Design arb_gnt_responder_flat, sky130hd; sources not shown.
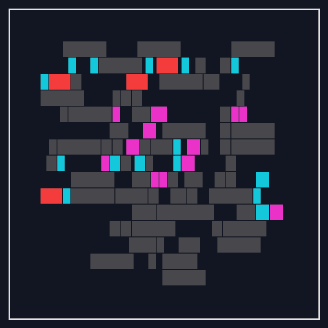
Fig. 1. Logic cells by family (run 1).
Scale: 6 px per um.
Key: magenta = NAND gates [cells 12, where center]; red = multiplexers [cells 4]; cyan = NOR gates [cells 15]
Comb/total area: 0.506
most numerous logic cell after layout: dfxtp_1

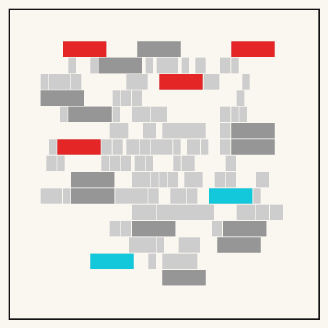
Fig. 2. Sequential cells colored by netlist name (run 1).
Scale: 6 px per um.
Key: cyan = u_core.bus.aer_addr [sequential cells 2]; red = u_core.bus.req [sequential cells 4]
Another 12 sequential cells are not colored.
Post-Route Utilization: 0.521
sequential power: 0.418 mW
Seq/total area: 0.414
register area: 360 um^2

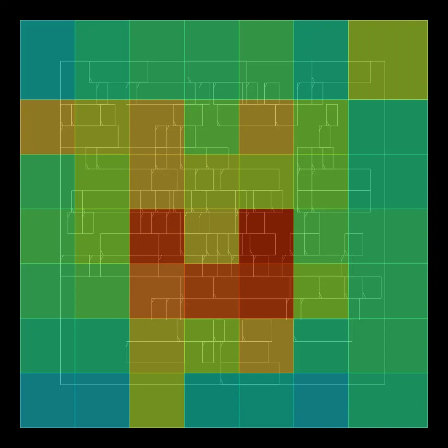
Fig. 3. Routing congestion map (run 1).
grt met1 use: 0.182
grt peak-use layer: met2

==> Slide: Implementation Results, run 1 <==
Physical Implementation Snapshot

Outcome
  • Status: finished clean

Final timing
  • Max Fclk: 568 MHz
  • Slew HR: 0.672
  • Hold slack: roughly 0.23 ns
  • Min Tclk post-route: about 1.8 ns
  • Final hold violations: 0
  • # setup viols final: 0
  • Setup TNS: 0 ns

Cells and area
  • Final nets: 111
  • Most frequent cells in the layout: 18 x dfxtp_1, 13 x a21oi_1, 11 x nor2_1
  • Antenna cells: 0
  • Fin cells: 112
  • Layout cell share with drive strength beyond 1: 0.105

Clocking
  • Total CTS buffers: 3
  • Post-CTS sizing: 0
  • Setup Fix Bufs, Post-CTS: 0
  • TritonCTS clock tree: done
  • Hold Buf Count CTS: 0
  • Root buf cell: clkbuf_2
  • Reg clk slew, reported paths: 0.16 ns

Setup path
  • WP data arrival: 1.27 ns
  • Reg2Reg Depth: 4
  • CP endpoint kind: primary output
  • Element type at the critical path start: register

Synth
  • Main flop type: dfxtp_1
  • Post-synthesis cell count from yosys: roughly 94
  • Mapped Nets: around 110
  • Mapped Cells: ~94
  • Yosys Chip Area: around 860 um^2
  • Yosys reg bits: 18
  • Number of enable flip-flop cells: 0
  • Avg Cell Area, Syn: 9.12 um^2
  • Netlist Area Pre-Place: about 860 um^2
  • Area leader share: 0.420
  • Ys async rst share: 0

GRT
  • Initial antenna violation count: 0
  • Total global-route track usage: 0.155
  • Largest net degree at the start of global routing: 19

Min path
  • Hold WC Path Type: in2reg

Route
  • Drt pass-1 iters: 4
  • Vias: approximately 680
  • Routed wire length: ~1800 um
  • DR WL/cell: ~16 um
  • Initial DRC count: 16
  • Drt drc: 0

Pwr
  • LEAKAGE: around 0.36 nW
  • Pwr dens: around 760 nW/um^2
  • Max VDD drop: 0.000383 V

Run
  • Number of max-cap violations: 0

Floorplanning
  • # rows: 15
  • Die Width: 51.4 um
  • Height of the die: around 51 um
  • IO Count: 28

Placement
  • Dpl hpwl: between 1000 and 1500 um
  • Buffers on Ports: 0
run 1: critical path, cell delays in order (launching register included):
cell and delay [ns]:
dfxtp_1 0.37, nor2b_1 0.31, nand2_1 0.13, inv_1 0.17
run 1: metal layers:
layer	vias up	track usage	wire [um]
met2	30	0.265	870
met4	0	0.0611	8
met5	-	0	0
met1	313	0.182	768
met3	2	0.0437	173
li1	336	-	-
run 1: where the power goes:
group,switching [mW],internal [mW]
Combinational,0.0482,0.0386
Sequential,0.0289,0.389
Clock,0.111,0.0446
Total,0.188,0.472
run 1: cells by family (layout without fill, tap and decap cells):
kind of cell	after synthesis	after routing	synth area share
muxes	4	4	0.0467
adders and majority gates	1	1	0.0117
AOI/OAI and AO/OA	29	29	0.267
and+or+nand+nor	31	31	0.188
DFF	18	18	0.420
buffers and inverters	11	12	0.0657
run 1: Yosys cell counts (2+ instances only):
library cell and number:
nand2b_1 2, mux2i_1 4, buf_6 2, nor2b_1 2
nor2_1 11, o21ai_0 6, nand2_1 6, dfxtp_1 18
nand4_1 3, nor3_1 2, a21oi_1 13, o2111ai_1 2
inv_1 8
run 1: final cells by class:
| cell class | count | area [um^2] | share of cell area |
|---|---|---|---|
| multi-input cells | 65 | 440 | 0.506 |
| flip-flops and latches | 18 | 360 | 0.414 |
| inverters | 8 | 30.0 | 0.0345 |
| well taps | 17 | 21.3 | 0.0244 |
| clock buffers | 3 | 15.0 | 0.0172 |
| clock inverters | 1 | 3.75 | 0.00431 |
run 1: through the flow:
stage | area, um^2 | worst slack [ns]
after detailed placement | 852 | 0.414
after global placement | 852 | 0.446
after CTS | 871 | 0.158
after global routing | 871 | 0.0274
after floorplan | 857 | 0.449
final | 871 | 0.189
==> run 1 -> run 2 <==
--- a/config.mk
+++ b/config.mk
@@ -7,14 +7,14 @@
 export LEC_CHECK = 0
 export ABC_CLOCK_PERIOD_IN_PS = 1950
 export CAP_MARGIN = 10
+export CORE_ASPECT_RATIO = 0.8
 export CORE_MARGIN = 5
-export CORE_UTILIZATION = 50
+export CORE_UTILIZATION = 46
 export CTS_BUF_LIST = sky130_fd_sc_hd__clkbuf_2
 export CTS_CLUSTER_DIAMETER = 150
 export DETAILED_ROUTE_END_ITERATION = 8
-export DONT_BUFFER_PORTS = 1
 export GPL_TIMING_DRIVEN = 1
-export PLACE_DENSITY = 0.68
+export PLACE_DENSITY = 0.83
 export SYNTH_ARGS = -nofsm -noshare
 export SYNTH_HDL_FRONTEND = slang
 export SYNTH_SLANG_ARGS = --single-unit
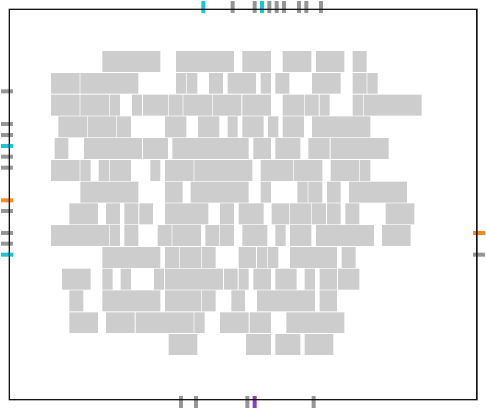
Fig. 4. Ports around the boundary (run 2).
Scale: 8 px per um. Pins as bars across the die edge, other pins in gray.
Key: cyan = bus_pol [pins 4, direction input, edge 2 west, 2 north]; orange = bus_aer_addr [pins 2, direction output, edge 1 west, 1 east]; purple = bus_aer_valid [pins 1, direction output, edge south]
All pins by edge: 11 west, 10 north, 5 south, 2 east.
height of the die: 48.6 um
Buffers on Ports: 27
Die Width: 58.3 um

==> Slide: Implementation Results, run 2 <==
Physical Implementation Snapshot

Final timing
  • Slew HR: 0.773 (was 0.672)
  • Final hold violations: 0 (unchanged)

Route
  • Drt pass-1 iters: 4 (unchanged)
  • Routed wire length: 2100 um (was 1820 um)
  • Vias: 804 (was 681)

Cells and area
  • Layout cell share with drive strength beyond 1: 0.182 (was 0.105)
  • Post-Route Utilization: 0.660 (was 0.521)
  • Most frequent cells in the layout: 21 x clkdlybuf4s50_1, 18 x dfxtp_1, 13 x a21oi_1 (was 18 x dfxtp_1, 13 x a21oi_1, 11 x nor2_1)
  • Post-route cell area: 1200 um^2 (was 871 um^2)
  • Fin cells: 156 (was 112)
  • Antenna cells: 0 (unchanged)
  • Final nets: 148 (was 111)

Synth
  • Mapped Nets: 109 (unchanged)
  • Netlist Area Pre-Place: 857 um^2 (unchanged)
  • Synth Area in Adders: 0.0117 (unchanged)
  • Post-synthesis cell count from yosys: 94 (unchanged)
  • Yosys Chip Area: 857 um^2 (unchanged)
  • Mapped Cells: 94 (unchanged)
  • And+or+nand+nor area frac: 0.188 (unchanged)
  • MUX share of area: 0.0467 (unchanged)

Clocking
  • Hold Buf Count CTS: 0 (unchanged)
  • Setup Fix Bufs, Post-CTS: 0 (unchanged)
  • Reg clk slew, reported paths: 0.17 ns (was 0.16 ns)

Placement
  • DP Area: 1210 um^2 (was 852 um^2)
  • Dpl hpwl: 1630 um (was 1420 um)

GRT
  • Initial antenna violation count: 0 (unchanged)

Setup path
  • CP delay by family, top: buffers and inverters (was simple AND/OR/NAND/NOR gates)
  • Reg2Reg Depth: 4 (unchanged)
  • CP endpoint kind: primary output (unchanged)
  • Element type at the critical path start: register (unchanged)

Min path
  • Hold WC Path Type: reg2reg (was in2reg)

Pwr
  • LEAKAGE: 0.518 nW (was 0.357 nW)
  • Max VDD drop: 0.000479 V (was 0.000383 V)

Outcome
  • Status: finished clean (unchanged)

Floorplanning
  • # rows: 14 (was 15)

Run
  • Number of max-cap violations: 0 (unchanged)
[run 2: cell counts after synthesis]
Identical to the previous run, type by type.
[run 2: cells by family after synthesis]
group / after synthesis
AND-OR/OR-AND: 29
adder cells (fa/ha/maj): 1
buffers and inverters: 11
flip-flops: 18
multiplexers: 4
AND/OR/NAND/NOR: 31
[run 2: layer usage]
metal  track usage  vias to the layer above  wire (um)
met1         0.193                      370        907
li1              -                      411          -
met3        0.0638                        4        114
met5             0                        -          0
met4        0.0695                        0         30
met2         0.273                       19       1040
[run 2: stage by stage]
step / hold slack [ns] / setup WS [ns]
floorplan: 0.447 / 0.449
global placement: 0.452 / -0.0571
detailed placement: 0.467 / -0.0745
CTS: 0.489 / 0.0234
global route: 0.502 / 0.0582
finish: 0.483 / 0.153
[run 2: final cells by class]
cell class / instances / area (um^2) / share of cell area
Clock buffer: 3 / 15.0 / 0.0125
Clock inverter: 1 / 3.75 / 0.00312
Inverter: 8 / 30.0 / 0.0250
Multi-Input combinational cell: 65 / 440 / 0.366
Sequential cell: 18 / 360 / 0.300
Tap cell: 24 / 30.0 / 0.0250
Timing Repair Buffer: 37 / 323 / 0.268
[run 2: worst register-to-register path: stages, from the launching register on]
cell and delay [ns]:
dfxtp_1 0.35, nor2_1 0.22, o21a_1 0.30, o2111ai_1 0.18
a21oi_1 0.17
[run 2: power breakdown]
group	total [mW]	internal (mW)	switching, mW
Clock	0.163	0.0446	0.119
Sequential	0.403	0.389	0.0137
Combinational	0.179	0.0918	0.0875
[run 2: repair_timing]
action	4_1_cts	5_1_grt
hold endpoints to repair	0	0
gates resized	6	8
endpoints found under the setup margin	6	4
No activity file was given, so power comes from the tool's default toggle rates.
